===== src/rtl/uart_pkg.sv =====
// Shared types and line-level constants for the uart_peer link partner.
// Both the transmitter and the receiver import this package.
package uart_pkg;

  localparam int   DATA_BITS = 8;
  localparam logic START_LVL = 1'b0;
  localparam logic STOP_LVL  = 1'b1;
  localparam logic IDLE_LVL  = 1'b1;

  typedef enum logic [1:0] {
    TX_IDLE,
    TX_START,
    TX_DATA,
    TX_STOP
  } tx_state_e;

  typedef enum logic [2:0] {
    RX_IDLE,
    RX_START,
    RX_DATA,
    RX_STOP,
    RX_WAIT_IDLE
  } rx_state_e;

endpackage


===== src/rtl/uart_peer_rx.sv =====
// 8N1 receiver: synchronises the asynchronous serial line, finds the start edge,
// samples mid-bit and reports each frame as a one-cycle data or error strobe.
module uart_peer_rx
  import uart_pkg::*;
#(
  parameter int CLK_DIV = 434,
  parameter int CNT_W   = 16
) (
  input  logic                 clk,
  input  logic                 rst,
  input  logic                 uart_rx,
  output logic                 rx_valid,
  output logic [DATA_BITS-1:0] rx_data,
  output logic                 rx_frame_err
);

  localparam int IDX_W = $clog2(DATA_BITS);
  localparam logic [CNT_W-1:0] BIT_LAST  = CNT_W'(CLK_DIV - 1);
  localparam logic [CNT_W-1:0] HALF_LAST = CNT_W'(CLK_DIV / 2 - 1);
  localparam logic [IDX_W-1:0] IDX_LAST  = IDX_W'(DATA_BITS - 1);

  logic                 sync1;
  logic                 sync2;
  logic                 line_q;
  rx_state_e            state;
  logic [CNT_W-1:0]     cnt;
  logic [IDX_W-1:0]     bit_idx;
  logic [DATA_BITS-1:0] shreg;

  // Flops preset to the idle level so leaving reset never looks like a start edge.
  always_ff @(posedge clk) begin
    if (rst) begin
      sync1  <= IDLE_LVL;
      sync2  <= IDLE_LVL;
      line_q <= IDLE_LVL;
    end else begin
      sync1  <= uart_rx;
      sync2  <= sync1;
      line_q <= sync2;
    end
  end

  always_ff @(posedge clk) begin
    if (rst) begin
      state        <= RX_IDLE;
      cnt          <= '0;
      bit_idx      <= '0;
      shreg        <= '0;
      rx_data      <= '0;
      rx_valid     <= 1'b0;
      rx_frame_err <= 1'b0;
    end else begin
      rx_valid     <= 1'b0;
      rx_frame_err <= 1'b0;
      case (state)
        RX_IDLE: begin
          cnt     <= '0;
          bit_idx <= '0;
          if (line_q == IDLE_LVL && sync2 == START_LVL) state <= RX_START;
        end
        // Half a bit in: a line that is high again was only a glitch.
        RX_START: begin
          if (cnt == HALF_LAST) begin
            cnt   <= '0;
            state <= (sync2 == START_LVL) ? RX_DATA : RX_IDLE;
          end else begin
            cnt <= cnt + CNT_W'(1);
          end
        end
        RX_DATA: begin
          if (cnt == BIT_LAST) begin
            cnt     <= '0;
            shreg   <= {sync2, shreg[DATA_BITS-1:1]};
            bit_idx <= bit_idx + IDX_W'(1);
            if (bit_idx == IDX_LAST) state <= RX_STOP;
          end else begin
            cnt <= cnt + CNT_W'(1);
          end
        end
        RX_STOP: begin
          if (cnt == BIT_LAST) begin
            cnt <= '0;
            if (sync2 == STOP_LVL) begin
              rx_data  <= shreg;
              rx_valid <= 1'b1;
              state    <= RX_IDLE;
            end else begin
              rx_frame_err <= 1'b1;
              state        <= RX_WAIT_IDLE;
            end
          end else begin
            cnt <= cnt + CNT_W'(1);
          end
        end
        // A held-low break reports once, then waits for the line to recover.
        RX_WAIT_IDLE: begin
          if (sync2 == IDLE_LVL) state <= RX_IDLE;
        end
        default: state <= RX_IDLE;
      endcase
    end
  end

endmodule


===== src/rtl/uart_peer.sv =====
// UART link partner for the far side of the SoC pins: 8N1 transmitter with a
// valid/ready byte port, plus an independent receiver in uart_peer_rx.
module uart_peer
  import uart_pkg::*;
#(
  parameter int CLK_DIV = 434,
  parameter int CNT_W   = 16
) (
  input  logic                 clk,
  input  logic                 rst,
  output logic                 uart_tx,
  input  logic                 uart_rx,
  input  logic                 tx_valid,
  input  logic [DATA_BITS-1:0] tx_data,
  output logic                 tx_ready,
  output logic                 rx_valid,
  output logic [DATA_BITS-1:0] rx_data,
  output logic                 rx_frame_err
);

  localparam int IDX_W = $clog2(DATA_BITS);
  localparam logic [CNT_W-1:0] BIT_LAST = CNT_W'(CLK_DIV - 1);
  localparam logic [CNT_W-1:0] READY_AT = CNT_W'(CLK_DIV - 2);
  localparam logic [IDX_W-1:0] IDX_LAST = IDX_W'(DATA_BITS - 1);

  tx_state_e            state;
  logic [CNT_W-1:0]     cnt;
  logic [IDX_W-1:0]     bit_idx;
  logic [DATA_BITS-1:0] shreg;
  logic                 handshake;

  assign handshake = tx_valid && tx_ready;

  // tx_ready is raised one cycle early so it is visible in the last stop-bit
  // cycle, letting a waiting byte start the next frame with no idle gap.
  always_ff @(posedge clk) begin
    if (rst) begin
      state    <= TX_IDLE;
      cnt      <= '0;
      bit_idx  <= '0;
      shreg    <= '0;
      uart_tx  <= IDLE_LVL;
      tx_ready <= 1'b1;
    end else begin
      case (state)
        TX_IDLE: begin
          cnt     <= '0;
          bit_idx <= '0;
          if (handshake) begin
            shreg    <= tx_data;
            uart_tx  <= START_LVL;
            tx_ready <= 1'b0;
            state    <= TX_START;
          end
        end
        TX_START: begin
          if (cnt == BIT_LAST) begin
            cnt     <= '0;
            uart_tx <= shreg[0];
            state   <= TX_DATA;
          end else begin
            cnt <= cnt + CNT_W'(1);
          end
        end
        TX_DATA: begin
          if (cnt == BIT_LAST) begin
            cnt     <= '0;
            bit_idx <= bit_idx + IDX_W'(1);
            if (bit_idx == IDX_LAST) begin
              uart_tx <= STOP_LVL;
              state   <= TX_STOP;
            end else begin
              shreg   <= shreg >> 1;
              uart_tx <= shreg[1];
            end
          end else begin
            cnt <= cnt + CNT_W'(1);
          end
        end
        TX_STOP: begin
          if (cnt == READY_AT) tx_ready <= 1'b1;
          if (cnt == BIT_LAST) begin
            cnt     <= '0;
            bit_idx <= '0;
            if (handshake) begin
              shreg    <= tx_data;
              uart_tx  <= START_LVL;
              tx_ready <= 1'b0;
              state    <= TX_START;
            end else begin
              state <= TX_IDLE;
            end
          end else begin
            cnt <= cnt + CNT_W'(1);
          end
        end
        default: state <= TX_IDLE;
      endcase
    end
  end

  uart_peer_rx #(
    .CLK_DIV(CLK_DIV),
    .CNT_W  (CNT_W)
  ) u_rx (
    .clk         (clk),
    .rst         (rst),
    .uart_rx     (uart_rx),
    .rx_valid    (rx_valid),
    .rx_data     (rx_data),
    .rx_frame_err(rx_frame_err)
  );

endmodule


===== config.mk =====
export PLATFORM = sky130hd
export DESIGN_NAME = uart_peer
export DESIGN_NICKNAME = d
export VERILOG_FILES = /design/src/rtl/uart_pkg.sv /design/src/rtl/uart_peer_rx.sv /design/src/rtl/uart_peer.sv
export SDC_FILE = /design/constraint.sdc
export NUM_CORES = 1
export LEC_CHECK = 0
export CAP_MARGIN = 20
export CORE_MARGIN = 5
export CORE_UTILIZATION = 25
export DETAILED_ROUTE_END_ITERATION = 12
export GPL_ROUTABILITY_DRIVEN = 0
export HOLD_SLACK_MARGIN = 0.06
export SYNTH_ARGS = -nofsm -noshare
export SYNTH_HDL_FRONTEND = slang
export SYNTH_HIERARCHICAL = 1
export SYNTH_SLANG_ARGS = --single-unit

===== constraint.sdc =====
create_clock -name clk -period 3.25 [get_ports clk]
set_input_delay 0.325 -clock clk [delete_from_list [all_inputs] [get_ports clk]]
set_output_delay 0.325 -clock clk [all_outputs]
set_load 0.02 [all_outputs]

Figure 1. Placement by cell class (run 1).
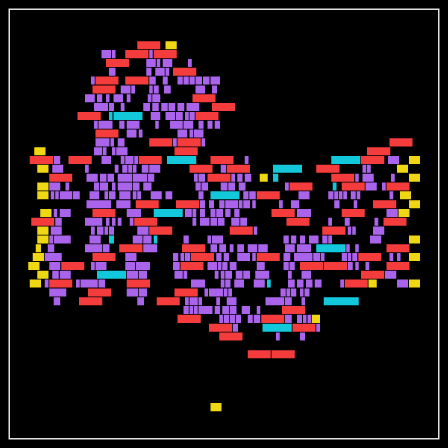
Key: red = flops [cells 74]; purple = combinational and other logic [cells 331]; cyan = clock drivers and dummy loads [cells 16]; yellow = other buffers and delay cells [cells 26]
core footprint: 14500 µm²
fraction of standard cell area that is sequential: 33.9%
post-route design area: 4370 µm²

Figure 2. Floorplan with the power grid (run 1).
The bar under the picture is 50 µm long. Pins as bars on the die edge.
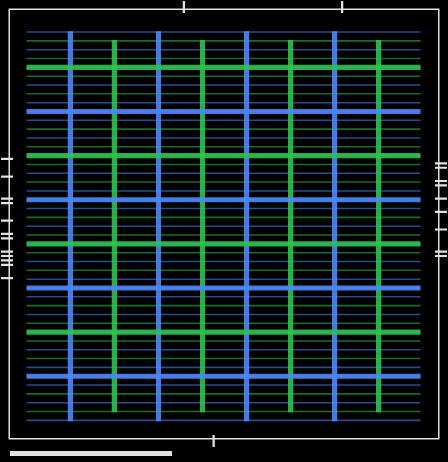
Key: blue = VSS; green = VDD
8 straps on met4. The core has 44 rows.
largest vdd supply drop: 270 µV
DIE WIDTH: 132 µm

Figure 3. Port wiring (run 1).
The bar under the picture is 50 µm long.
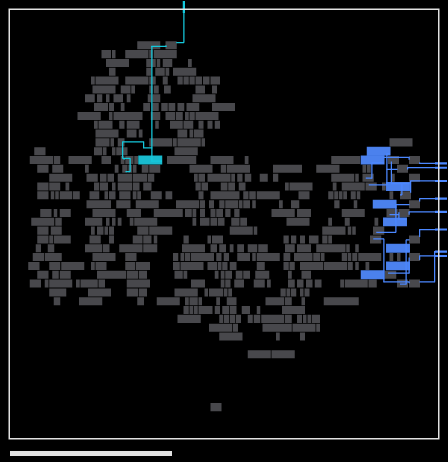
Key: cyan = tx_ready [bits 1, direction output, end cells 1, wire 79.1 µm]; blue = rx_data [bits 8, direction output, end cells 8, wire 203 µm]
count of port buffers added during placement: 23
boundary pin count: 24

==> flow_summary.yaml, run 1 <==
# synthesis and place-and-route metrics
setup_path:
  cp.arrival_ns: 2.70
  kind_of_start_point_of_the_critical_path: "flip-flop"
  critPathKind: "reg -> reg"
  worstSetupEndpointType: "flip-flop"
  critical_path_required_ns: 3.47
final_timing:
  max_slew.worst_pin.slew_ns: 0.899
  layout_worst_path_cycle_share_pct: 76.1
  slew_limit_fails: 0
  holdWs_ns: 0.426
  hold_viol_final: 0
  grt_setup_unrepaired: "false"
  timing.max_slew.rel_slack_pct: 39.3
  setup-tns-final_ns: 0
  setup_viol: 0
yosys:
  ys_seq_share_pct: 39.9
  synthSimpleGateAreaFrac_pct: 27.5
  logic_family: "simple AND/OR/NAND/NOR gates"
  synth_largest_type_area_fraction_pct: 39.9
  yosys_warnings: 6
  synth.net_count: 456
  yosysUniqueCellTypes: 55
  post-synth-top-area-cell: "sky130_fd_sc_hd__dfxtp_1"
  synth_compound_gate_area_share_pct: 12.3
  synthTopCellsByArea: "sky130_fd_sc_hd__dfxtp_1, sky130_fd_sc_hd__mux2i_1, sky130_fd_sc_hd__ha_1"
  enable_flop_cells: 0
  synthXorXnorAreaFrac_pct: 2.83
  synthAdderAreaFrac_pct: 5.05
  syn_area_um2: 3720
  synth_async_sr_flop_share_pct: 0
  synthFlopType: "sky130_fd_sc_hd__dfxtp_1"
  synth.avg_cell_area_um2: 8.66
  ys_area_um2: 3720
  synth_top_cell_by_count: "sky130_fd_sc_hd__dfxtp_1"
  mux_area_share_pct: 8.38
  synth_flops: 74
pwr:
  pwr.group.sequential_mw: 1.02
  combPwrFrac_pct: 19.9
  pwr_density_cell_nw_per_um2: 564
  sw_frac_of_total_pct: 26.8
  internal_power_mw: 1.81
  leakage_nw: 1.59
  power.combinational.total_uw: 490
  proportion_of_power_drawn_by_flip_flops_and_latches_pct: 41.5
  clock_power_uw: 952
  clock_power_share_pct: 38.6
clocking:
  post-cts-setup-buffer-count: 0
  clk-insertion-delay-late_ns: 0.33
  cts_tree: "built"
  tritoncts_num_sinks: 74
  clockBufferDepth: 2
  cts_inserted_buffers: 9
  number_of_buffers_inserted_by_hold_repair_at_cts: 0
  cts_root_buf: "sky130_fd_sc_hd__clkbuf_16"
  htree_num_levels: 3
drt:
  first_iter_violations: 156
  detail_route.wirelength_um: 7670
  drt.antenna.violating_nets: 0
  vias_per_cell: 4.91
  vias: 3101
finish:
  finish.net_count: 469
  n_antenna_cell: 0
  post_route_cells_drive_above_1_share_pct: 10.3
global_route:
  globalRoute.totalOverflow: 0
  via_count_of_the_first_global_routing_pass: 2963
  grt_antenna_before_repair: 0
  global_route_wire_length_before_repair_um: 13200
  grt_start_max_net_pins: 45
run:
  max_cap_violations: 0
hold_path:
  holdCritPathClass: "reg -> reg"
placed_design:
  dp_hpwl_um: 5340
status:
  outcome: "complete, no violations"
floorplanning:
  fp-row-count: 44
run 1: registers in the layout, indices dropped and copies added (netlist names), 2 cells and up:
| signal | cells |
|---|---|
| cnt | 16 |
| u_rx/cnt | 16 |
| shreg | 8 |
| u_rx/rx_data | 8 |
| u_rx/shreg | 8 |
| bit_idx | 3 |
| u_rx/bit_idx | 3 |
| u_rx/state | 3 |
| state | 2 |
run 1: layout by cell type, fill, tap and decap left out, types with 6 or more instances in the layout:
cell type and instances:
sky130_fd_sc_hd__a21oi_1 25, sky130_fd_sc_hd__nor3_1 7, sky130_fd_sc_hd__mux2_4 6, sky130_fd_sc_hd__inv_1 12, sky130_fd_sc_hd__or3_1 7, sky130_fd_sc_hd__mux2i_1 21
sky130_fd_sc_hd__nand4_1 13, sky130_fd_sc_hd__a31oi_1 8, sky130_fd_sc_hd__xor2_1 7, sky130_fd_sc_hd__and3_1 6, sky130_fd_sc_hd__clkbuf_16 9, sky130_fd_sc_hd__clkdlybuf4s50_1 22
sky130_fd_sc_hd__nor2b_1 9, sky130_fd_sc_hd__nand3_1 20, sky130_fd_sc_hd__ha_1 15, sky130_fd_sc_hd__nand2_1 49, sky130_fd_sc_hd__o21ai_0 8, sky130_fd_sc_hd__dfxtp_1 74
sky130_fd_sc_hd__nor2_1 47
run 1: worst paths after layout:
| kind | start | endpoint | slack (ns) | cells after the start |
|---|---|---|---|---|
| worst max-delay path | cnt[0]$_SDFF_PP0_ | shreg[6]$_SDFFE_PP0P_ | 0.78 | 5 |
| worst min-delay path | u_rx/sync1$_SDFF_PP1_ | u_rx/sync2$_SDFF_PP1_ | 0.43 | 1 |
| worst max register to register | cnt[0]$_SDFF_PP0_ | shreg[6]$_SDFFE_PP0P_ | 0.78 | 5 |
| worst min register to register | u_rx/sync1$_SDFF_PP1_ | u_rx/sync2$_SDFF_PP1_ | 0.43 | 1 |
run 1: critical path: stages, from the launching register on:
cell and delay, ns:
sky130_fd_sc_hd__dfxtp_1 0.42, sky130_fd_sc_hd__ha_1 0.18, sky130_fd_sc_hd__or3b_2 0.46, sky130_fd_sc_hd__or4_4 0.49
sky130_fd_sc_hd__a221oi_1 0.44, sky130_fd_sc_hd__mux2_2 0.38
run 1: cell type report:
cell class / count / area, µm² / share of cell area [%]
multi-input cells: 319 / 2090 / 47.8
inverters: 12 / 45.0 / 1.03
clock buffers: 13 / 240 / 5.49
clock inverters: 3 / 40.0 / 0.915
repair buffers: 26 / 248 / 5.66
well taps: 184 / 230 / 5.26
flip-flops and latches: 74 / 1480 / 33.9
run 1: per-stage QoR:
step           power, mW  util [%]  setup slack (ns)  cells  cell area [µm²]
2_1_floorplan       1.42         -             0.859    429             3720
3_3_place_gp        1.52      28.2             0.844    615             4090
3_5_place_dp        1.54      28.2             0.778    615             4090
4_1_cts             2.50      30.1             0.770    631             4370
5_1_grt             2.60      30.1             0.622    631             4370
6_report            2.47      30.1             0.776    631             4370
run 1: metal layers:
metal  routed length, µm  track usage, %  up-vias  share of wire (%)
met5                   0               0        -                  0
met4                 190            4.57        0                2.5
met3                 366            2.94       15                4.8
met2                3560            14.9       76                 46
met1                3550            10.2     1457                 46
li1                    -               -     1553                  -
==> run 1 -> run 2 <==
clock period = 2.4 ns   (was 3.25 ns; I/O delays follow)
Figure 4. Port wiring (run 2).
The bar under the picture is 50 µm long.
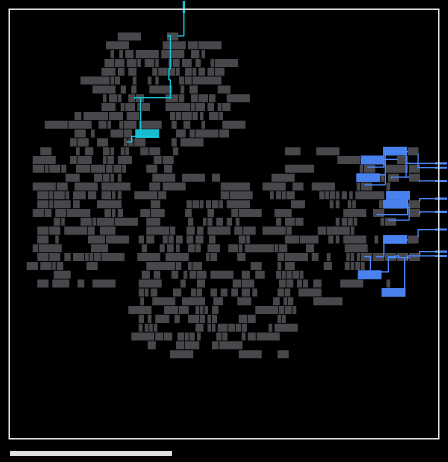

Figure 5. Congestion heat map (run 2).
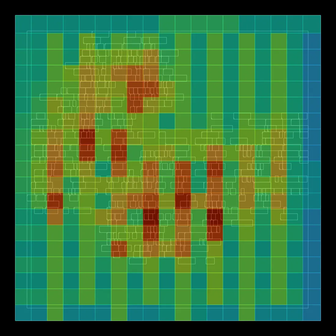
total routing resource utilization after global routing: 9.63%
utilization after layout: 31.7%

==> flow_summary.yaml, run 2 <==
# synthesis and place-and-route metrics
yosys:
  yosysUniqueCellTypes: 55
  syn_area_um2: 3720
  synth.net_count: 456
  synth_async_sr_flop_share_pct: 0
  synth_largest_type_area_fraction_pct: 39.9
  synthTopCellsByArea: "sky130_fd_sc_hd__dfxtp_1, sky130_fd_sc_hd__mux2i_1, sky130_fd_sc_hd__ha_1"
  synth.avg_cell_area_um2: 8.66
  synth_top_cell_by_count: "sky130_fd_sc_hd__dfxtp_1"
  ys_area_um2: 3720
  synth_flops: 74
  synthFlopType: "sky130_fd_sc_hd__dfxtp_1"
  yosys_warnings: 6
  post-synth-top-area-cell: "sky130_fd_sc_hd__dfxtp_1"
clocking:
  cts_tree: "built"
  cts_inserted_buffers: 9
  htree_num_levels: 3
  number_of_buffers_inserted_by_hold_repair_at_cts: 0
  clk-insertion-delay-late_ns: 0.34
  tritoncts_num_sinks: 74
  post-cts-setup-buffer-count: 0
  clockBufferDepth: 2
  cts_root_buf: "sky130_fd_sc_hd__clkbuf_16"
status:
  outcome: "complete, no violations"
final_timing:
  achievable-frequency_mhz: 429
  worst_slack_ns: 0.0670
  max_slew.worst_pin.slew_ns: 0.485
  hold_viol_final: 0
  setup-tns-final_ns: 0
  holdWs_ns: 0.425
  timing.max_slew.rel_slack_pct: 67.6
  grt_setup_unrepaired: "true"
  slew_limit_fails: 0
  setup_viol: 0
finish:
  layout.cells.most_common_list: "sky130_fd_sc_hd__dfxtp_1, sky130_fd_sc_hd__nand2_1, sky130_fd_sc_hd__nor2_1"
  layoutNonFillerInstCount: 660
  n_antenna_cell: 0
  finish.net_count: 499
  post_route_design_area_um2: 4600
  syn2layout_area_growth_pct: 23.9
  post_route_cells_drive_above_1_share_pct: 16.8
setup_path:
  kind_of_start_point_of_the_critical_path: "flip-flop"
  critical_path.cell_chain: "or4_4 > or4_4 > buf_6 > a222oi_1 > mux2i_1"
  cpPeakStageDelay_ns: 0.57
  critical_path_required_ns: 2.66
  cp.arrival_ns: 2.60
  critPathKind: "reg -> reg"
  worstSetupEndpointType: "flip-flop"
  critPathMostFrequentCell: "sky130_fd_sc_hd__or4_4"
  critical_path.slowest_cell: "sky130_fd_sc_hd__or4_4"
hold_path:
  holdCritPathClass: "in -> reg"
floorplanning:
  top_level_ports: 24
  placeableCoreArea_um2: 14500
  fp-row-count: 44
  die_width_um: 132
placed_design:
  place_inst: 645
  dp_hpwl_um: 5870
  dpl-instance-area_um2: 4310
  port_buffers: 23
  dp_slack_ns: 0.00976
drt:
  vias: 3202
  first_iter_violations: 184
  vias_per_cell: 4.85
  detail_route.wirelength_um: 8240
  drt.antenna.violating_nets: 0
global_route:
  grt_antenna_before_repair: 0
  groute.layer.met1.usage_pct: 12.2
  grt_use_met3_pct: 3.36
  global_route_wire_length_before_repair_um: 14200
  globalRoute.busiestLayer: "met2"
  via_count_of_the_first_global_routing_pass: 3065
  grt_start_max_net_pins: 31
  use_met2_pct: 15.1
run:
  max_cap_violations: 0
pwr:
  pwr_density_cell_nw_per_um2: 731
  vdd_drop_max_uv: 503
  finalPower_mw: 3.37
run 2: cell counts after synthesis:
Identical to the previous run, type by type.
run 2: logic make-up after synthesis:
kind of cell | Yosys count | synth area share [%]
fa+ha+maj | 15 | 5.05
xor+xnor | 12 | 2.83
mux | 28 | 8.38
simple gates | 196 | 27.5
flops | 74 | 39.9
buf+inv | 36 | 4.11
compound gates | 68 | 12.3
run 2: worst paths after layout:
kind,startpoint,to,slack [ns],cells past startpoint
worst max register to register,cnt[13]$_SDFF_PP0_,state[0]$_SDFFE_PP0P_,0.07,5
worst max-delay path,cnt[13]$_SDFF_PP0_,state[0]$_SDFFE_PP0P_,0.07,5
worst min-delay path,rst,uart_tx$_SDFFE_PP1P_,0.42,3
worst min register to register,u_rx/sync1$_SDFF_PP1_,u_rx/sync2$_SDFF_PP1_,0.45,1
run 2: timing repair:
| action | 4_1_cts | 5_1_grt |
|---|---|---|
| endpoints found under the setup margin | 2 | 20 |
| gates resized | 0 | 6 |
| pin swaps | 1 | 2 |
run 2: final cells by class:
| cell class | instances | area (µm²) | area share, % |
|---|---|---|---|
| Multi-Input combinational cell | 319 | 2090 | 45.5 |
| Sequential cell | 74 | 1480 | 32.2 |
| Timing Repair Buffer | 56 | 477 | 10.4 |
| Clock buffer | 13 | 260 | 5.65 |
| Tap cell | 184 | 230 | 5.00 |
| Inverter | 12 | 45.0 | 0.979 |
| Clock inverter | 2 | 12.5 | 0.272 |
run 2: layer usage:
layer | share of wire, % | wire length, µm | vias up
met5 | 0 | 0 | -
met4 | 1.5 | 122 | 0
met3 | 4.5 | 374 | 10
met2 | 46 | 3750 | 70
met1 | 48 | 3990 | 1517
li1 | - | - | 1605
run 2: power breakdown:
group | switching, mW | total, mW | internal (mW)
Combinational | 0.353 | 0.734 | 0.381
Clock | 0.501 | 1.25 | 0.749
Sequential | 0.0675 | 1.38 | 1.32
Total | 0.921 | 3.37 | 2.45
run 2: critical path: cells and delay by family, from the launching register on:
kind | cells | cell delay (ns)
flops | 1 | 0.34
simple gates | 2 | 1.12
compound gates | 1 | 0.40
buf+inv | 1 | 0.15
mux | 1 | 0.25
==> run 2 -> run 3 <==
SETUP_SLACK_MARGIN = 0.5   (was not set)
Figure 6. Port wiring (run 3).
The bar under the picture is 50 µm long.
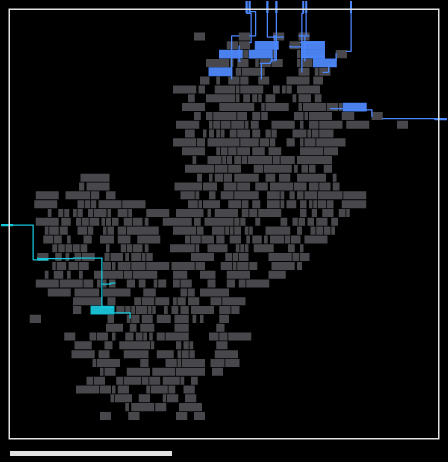
Key: blue = rx_data [bits 8, direction output, end cells 8, wire 202 µm]; cyan = tx_ready [bits 1, direction output, end cells 1, wire 72.3 µm]

Figure 7. Placement density heat map (run 3).
The bar under the picture is 50 µm long. The die is cut into 13 by 13 equal tiles; black is low, pale yellow is high, 0 to 100% covered.
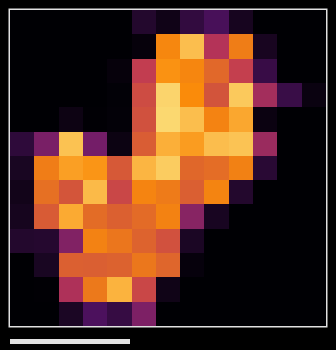
44% of the tiles are nearly empty. The fullest tile reaches 91%. The emptiest ninth of the die: south-east. The mean over all tiles is 28%. 11% of the tiles are over 75% full.
Initial Utilization: 25.6%
utilization after layout: 35.5%

==> flow_summary.yaml, run 3 <==
# synthesis and place-and-route metrics
placed_design:
  place_inst: 630
  dp_hpwl_um: 5800
  dpl-instance-area_um2: 4290
final_timing:
  worst_slack_ns: 0.103
  achievable-frequency_mhz: 435
  layout_worst_path_cycle_share_pct: 95.7
  holdWs_ns: 0.414
  setup-tns-final_ns: 0
  slew_limit_fails: 0
  timing.max_slew.rel_slack_pct: 55.2
  hold_viol_final: 0
  max_slew.worst_pin.slew_ns: 0.672
  setup_viol: 0
clocking:
  tritoncts_num_sinks: 74
  cts_tree: "built"
  clk-insertion-delay-late_ns: 0.34
  clockBufferDepth: 2
  number_of_buffers_inserted_by_hold_repair_at_cts: 0
  htree_num_levels: 3
  cts_inserted_buffers: 9
finish:
  layout_top_registers: "cnt (16), u_rx/cnt (16)"
  post_route_design_area_um2: 5160
  post_route_cells_drive_above_1_share_pct: 31.9
  layoutNonFillerInstCount: 673
  layout.cells.most_common_list: "sky130_fd_sc_hd__dfxtp_1, sky130_fd_sc_hd__nor2_1, sky130_fd_sc_hd__nand2_1"
  n_antenna_cell: 0
  lay_top_count: "sky130_fd_sc_hd__dfxtp_1"
drt:
  first_iter_violations: 159
  vias: 3247
  detail_route.wirelength_um: 9190
  vias_per_cell: 4.82
hold_path:
  whs_path_depth: 1
  holdCritPathClass: "reg -> reg"
  hold_end: "u_rx/sync2$_SDFF_PP1_"
  hold_start: "u_rx/sync1$_SDFF_PP1_"
yosys:
  synth_top_cell_by_count: "sky130_fd_sc_hd__dfxtp_1"
  yosys_warnings: 6
  synth.net_count: 456
  synth_flops: 74
  synth_async_sr_flop_share_pct: 0
  yosysUniqueCellTypes: 55
  enable_flop_cells: 0
  post-synth-top-area-cell: "sky130_fd_sc_hd__dfxtp_1"
  ys_area_um2: 3720
  synth.avg_cell_area_um2: 8.66
  ys_seq_share_pct: 39.9
  synth_largest_type_area_fraction_pct: 39.9
floorplanning:
  fp-row-count: 44
  die_width_um: 132
  placeableCoreArea_um2: 14500
global_route:
  grt_antenna_before_repair: 0
  grt_start_max_net_pins: 39
  globalRoute.totalOverflow: 0
  via_count_of_the_first_global_routing_pass: 3239
  global_route_wire_length_before_repair_um: 14800
setup_path:
  kind_of_start_point_of_the_critical_path: "flip-flop"
  worstSetupEndpointType: "flip-flop"
  critPathKind: "reg -> reg"
  cp.arrival_ns: 2.52
status:
  outcome: "complete, no violations"
pwr:
  finalPower_mw: 3.74
  leakage_nw: 1.88
[run 3: how the worst max path moves through the flow]
stage | slack (ns) | to
after global placement | 0.11 | shreg[4]$_SDFFE_PP0P_
after global routing | 0.04 | state[0]$_SDFFE_PP0P_
after detailed placement | 0.07 | u_rx/shreg[5]$_SDFFE_PP0P_
after floorplan | 0.1 | shreg[0]$_SDFFE_PP0P_
final | 0.10 | shreg[5]$_SDFFE_PP0P_
after CTS | 0.12 | shreg[5]$_SDFFE_PP0P_
[run 3: kinds of logic after synthesis]
logic type | synth area share [%]
XOR/XNOR | 2.83
AND-OR/OR-AND | 12.3
flip-flops | 39.9
multiplexers | 8.38
AND/OR/NAND/NOR | 27.5
buffers and inverters | 4.11
adder cells (fa/ha/maj) | 5.05
[run 3: report_power, final]
| group | total, mW | internal, mW | switching, mW |
|---|---|---|---|
| combinational | 0.871 | 0.463 | 0.408 |
| clock | 1.47 | 0.940 | 0.529 |
| sequential | 1.40 | 1.32 | 0.0819 |
[run 3: layout make-up]
class                   instances  area share, %
inverters                      12          0.922
well taps                     184           4.46
multi-input cells             319           47.2
clock inverters                 6           1.75
clock buffers                  10           4.63
flip-flops and latches         74           29.1
repair buffers                 68           11.9
[run 3: routing by layer]
| metal | share of wire [%] | wire [µm] | up-vias | track usage (%) |
|---|---|---|---|---|
| met1 | 45 | 4170 | 1556 | 12.2 |
| met3 | 3.7 | 344 | 8 | 2.79 |
| li1 | - | - | 1631 | - |
| met4 | 1.2 | 106 | 0 | 4.40 |
| met2 | 50 | 4570 | 52 | 16.6 |
| met5 | 0 | 0 | - | 0 |
[run 3: timing repair]
item | 4_1_cts | 5_1_grt
endpoints found under the setup margin | 65 | 71
pin swaps | 30 | 33
buffers inserted | 15 | 9
gates resized | 29 | 56
hold endpoints to repair | 0 | 0
gates cloned | 2 | 1
[run 3: critical path: stages (launching register included)]
cell and delay, ns:
sky130_fd_sc_hd__dfxtp_2 0.34, sky130_fd_sc_hd__inv_2 0.08, sky130_fd_sc_hd__ha_4 0.11, sky130_fd_sc_hd__or3b_4 0.37
sky130_fd_sc_hd__or4_4 0.53, sky130_fd_sc_hd__a221o_4 0.44, sky130_fd_sc_hd__mux2_4 0.32
Power figures rest on the tool's default switching activity, not on a simulated workload.
